placement.png
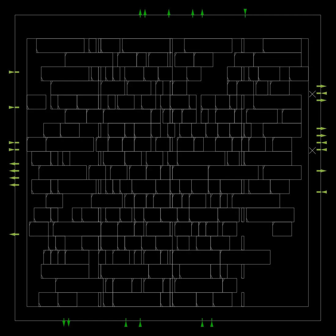
layer_met3.png
Bar = 20 um.
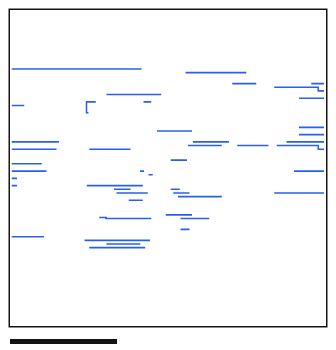
wires.png
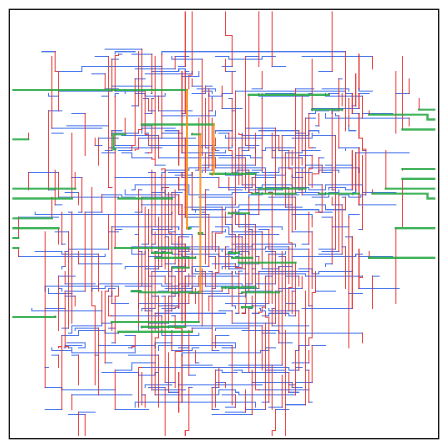
clk_routes.png
Bar = 20 um.
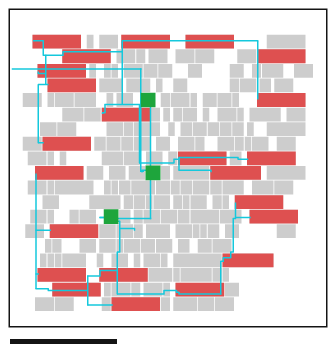
flops_by_reg.png
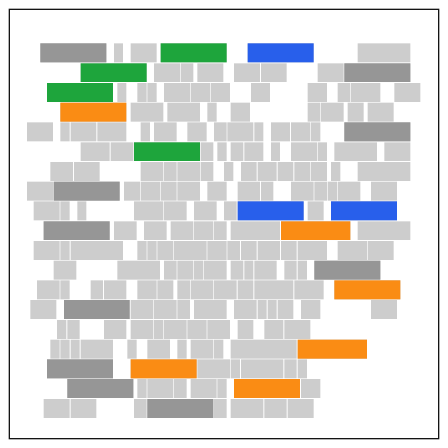
File: config.mk
export PLATFORM = sky130hd
export DESIGN_NAME = uart_rx_ctrl
export DESIGN_NICKNAME = d
export VERILOG_FILES = /design/src/rtl/uart_rx_pkg.sv /design/src/rtl/uart_rx_edge_bit_cnt.sv /design/src/rtl/uart_rx_ctrl.sv
export SDC_FILE = /design/constraint.sdc
export NUM_CORES = 1
export LEC_CHECK = 0
export CAP_MARGIN = 20
export CORE_MARGIN = 2
export CORE_UTILIZATION = 52
export DETAILED_ROUTE_END_ITERATION = 10
export PLACE_DENSITY = 0.82
export SLEW_MARGIN = 10
export SYNTH_ARGS = -nofsm -noshare
export SYNTH_HDL_FRONTEND = slang
export SYNTH_SLANG_ARGS = --single-unit
File: constraint.sdc
create_clock -name Clk -period 3.2 [get_ports Clk]
set_clock_uncertainty 0.15 [all_clocks]
set_input_delay 0.64 -clock Clk [delete_from_list [all_inputs] [get_ports Clk]]
set_output_delay 0.64 -clock Clk [all_outputs]
set_load 0.05 [all_outputs]
File: src/rtl/uart_rx_pkg.sv
// Shared types and constants for the UART receive controller.
package uart_rx_pkg;

    typedef enum logic [2:0] {
        IDLE   = 3'd0,
        START  = 3'd1,
        DATA   = 3'd2,
        PARITY = 3'd3,
        STOP   = 3'd4
    } state_t;

    localparam int PRESC_8  = 8;
    localparam int PRESC_16 = 16;
    localparam int PRESC_32 = 32;

    function automatic logic presc_legal(input int p);
        return (p == PRESC_8) || (p == PRESC_16) || (p == PRESC_32);
    endfunction

endpackage

File: src/rtl/uart_rx_edge_bit_cnt.sv
// Oversampling edge counter and frame bit counter.
module uart_rx_edge_bit_cnt #(
    parameter int CntW = 6
) (
    input  logic            clk,
    input  logic            rst,
    input  logic            enable,
    input  logic            clear,
    input  logic [CntW-1:0] presc,
    output logic [CntW-1:0] edgecount,
    output logic [3:0]      bitcount,
    output logic            last_edge
);

    assign last_edge = enable && (edgecount == presc - CntW'(1));

    always_ff @(posedge clk or posedge rst) begin
        if (rst) begin
            edgecount <= '0;
            bitcount  <= '0;
        end else if (clear || !enable) begin
            edgecount <= '0;
            bitcount  <= '0;
        end else if (last_edge) begin
            edgecount <= '0;
            bitcount  <= bitcount + 4'd1;
        end else begin
            edgecount <= edgecount + CntW'(1);
        end
    end

endmodule

File: src/rtl/uart_rx_ctrl.sv
// UART receive sequencer: start detect, bit timing and checker strobes
// for one frame of start, data (LSB first), optional parity and stop.
module uart_rx_ctrl
    import uart_rx_pkg::*;
#(
    parameter int Width = 8,
    parameter int CntW  = 6
) (
    input  logic            Clk,
    input  logic            Rst,
    input  logic            RX_IN,
    input  logic [CntW-1:0] Prescale,
    input  logic            PAR_EN,
    input  logic            strt_glitch,
    input  logic            par_err,
    input  logic            stp_err,
    output logic [CntW-1:0] edgecount,
    output logic [3:0]      bitcount,
    output logic            sample_en,
    output logic            Deser_en,
    output logic            strt_chk_en,
    output logic            par_chk_en,
    output logic            stp_chk_en,
    output logic            data_valid,
    output logic            busy
);

    state_t          state;
    state_t          next;
    logic [CntW-1:0] presc_q;
    logic [CntW-1:0] half;
    logic            par_en_q;
    logic            err;
    logic            enable;
    logic            clear;
    logic            last_edge;

    assign enable = (state != IDLE);

    uart_rx_edge_bit_cnt #(.CntW(CntW)) u_cnt (
        .clk       (Clk),
        .rst       (Rst),
        .enable    (enable),
        .clear     (clear),
        .presc     (presc_q),
        .edgecount (edgecount),
        .bitcount  (bitcount),
        .last_edge (last_edge)
    );

    // Three consecutive samples centred on mid-bit for majority voting
    assign half      = presc_q >> 1;
    assign sample_en = enable && ((edgecount == half - CntW'(2)) ||
                                  (edgecount == half - CntW'(1)) ||
                                  (edgecount == half));

    always_comb begin
        next        = state;
        clear       = 1'b0;
        Deser_en    = 1'b0;
        strt_chk_en = 1'b0;
        par_chk_en  = 1'b0;
        stp_chk_en  = 1'b0;
        unique case (state)
            IDLE: begin
                if (!RX_IN) begin
                    next  = START;
                    clear = 1'b1;
                end
            end
            START: begin
                if (last_edge) begin
                    strt_chk_en = 1'b1;
                    next        = strt_glitch ? IDLE : DATA;
                end
            end
            DATA: begin
                Deser_en = 1'b1;
                if (last_edge && (bitcount == 4'(Width)))
                    next = par_en_q ? PARITY : STOP;
            end
            PARITY: begin
                if (last_edge) begin
                    par_chk_en = 1'b1;
                    next       = STOP;
                end
            end
            STOP: begin
                if (last_edge) begin
                    stp_chk_en = 1'b1;
                    // A low line here is already the next start bit
                    if (!RX_IN) begin
                        next  = START;
                        clear = 1'b1;
                    end else begin
                        next = IDLE;
                    end
                end
            end
            default: next = IDLE;
        endcase
    end

    always_ff @(posedge Clk or posedge Rst) begin
        if (Rst) begin
            state      <= IDLE;
            presc_q    <= CntW'(PRESC_8);
            par_en_q   <= 1'b0;
            err        <= 1'b0;
            data_valid <= 1'b0;
            busy       <= 1'b0;
        end else begin
            state      <= next;
            busy       <= (next != IDLE);
            data_valid <= stp_chk_en && !stp_err && !err;
            if (state == IDLE && !RX_IN) begin
                presc_q  <= Prescale;
                par_en_q <= PAR_EN;
            end
            if (par_chk_en && par_err)
                err <= 1'b1;
            else if (stp_chk_en)
                err <= 1'b0;
        end
    end

endmodule

==> datasheet_impl.txt <==
Physical design parameters

Parameter                              Value

Detailed routing
  Vias per cell    6.04
  Remaining DRCs    2
  Top layer reached by signal wires    met4
  Routed met1 length    1.66 mm

Synthesis
  Dominant cell area share    35.1%
  Largest area contributor in the synthesized netlist    dfrtp_1
  Simple-gate share of the synthesized area    21.0%
  Avg Cell Area, Syn    8.97 um2
  Top cells by area in the synthesized netlist    dfrtp_1 35%, xnor2_1 9.5%, ha_1 6.4%, xor2_1 4.5%, nor2_1 4.1%
  Most numerous cell types in the synthesized netlist    22 x dfrtp_1, 17 x nor2_1, 17 x xnor2_1
  Ys async rst share    100%
  Distinct cell type count after synthesis    39
  Mux share of post-synthesis cell area    4.14%
  Area fraction in xor and xnor cells    15.0%
  Portion of the post-synthesis area used by sequential elements    between 30% and 40%

Cells and area
  Total area of multi-input combinational cells    967 um2
  Most common cell after layout, fill and taps aside    clkdlybuf4s50_1
  Proportion of cell area occupied by multi-input gates    between 40% and 50%
  Number of non-clock inverters in the layout    9
  Final antenna diode count    0

Pwr
  Leakage power figure    0.000824 uW
  Power per cell area    around 1100 nW/um2
  Flop pwr share    around a quarter

Outcome
  Violations in the final reports    design-rule violations
  Result of the run    finished with violations

Critical path
  Source of the worst register-to-register timing path    presc_q[3]
  Depth of the most critical reg-to-reg path    8
  Crit-path max FO    5
  Path type of the worst setup path    reg2out

Floorplanning
  Row count    19
  Width of the die    59.0 um
  Height of the chip    about 59 um
  Total I/O pin count    30
  Placeable core region    2810 um2

Worst hold path
  Launch point of the worst hold path    err

Job
  Number of warnings in the stage logs    31

Clock network
  Library cell used as clock root buffer    clkbuf_4

STA
  Number of hold-slack violations in the final timing report    0

Global route
  Met1 capacity usage during global routing    31.0%
About placement.png:
tally of non-filler cells in the final layout: 236
sequential cell area share: 28.3%
utilization after layout: 72.9%
Fillers: 202
n_taps: 31

About layer_met3.png:
main direction: horizontal
wire length on this layer: 262 um
longest straight run: 23.9 um
nets with wire on the layer: 38
via count of the routed design: 1426
met3 usage: 4.18%
sum of routed wire length over all layers: 3.80 mm

About wires.png:
[blue] metal 1 | wire length: 1660 um
[red] metal 2 | wire length: 1840 um
[orange] metal 4 | wire length: 47.6 um
[green] metal 3 | wire length: 262 um
GRT Util Overall: 24.5%
average wire per cell in the routed design: 16.1 um

About clk_routes.png:
[green] clock drivers | count: 3
[red] flip-flops | count: 23
[cyan] clock wires | length: 333 um
flops lie: all over the die
routed clock nets: 4
clock network power consumption: 144 uW
clock share of power: 6.4%
source-to-sink clock delay at the later pin of the worst-skew pair: 0.32 ns

About flops_by_reg.png:
[orange] `presc_q` | placed flops: 6
[blue] `state` | placed flops: 3
[green] `u_cnt.bitcount` | placed flops: 4
total sequential power: 573 uW
register area: 578 um2

## worst max path at each step
stage                       start           to  slack [ns]  cells after the start
6_report               presc_q[3]    sample_en        0.04                      7
4_1_cts                presc_q[3]    sample_en      0.0008                      7
3_3_place_gp           presc_q[2]  strt_chk_en        0.16                      8
2_1_floorplan  u_cnt.edgecount[3]  strt_chk_en       -0.14                      8
3_5_place_dp           presc_q[2]  strt_chk_en        0.07                      8
5_1_grt                presc_q[3]    sample_en       -0.04                      7
## critical path: stages, from the launching register on
cell,delay (ns)
dfstp_2,0.57
inv_2,0.06
ha_1,0.28
xor2_1,0.19
nand2_1,0.08
or4_4,0.55
a21oi_4,0.16
buf_12,0.15
Power figures rest on the tool's default switching activity, not on a simulated workload.
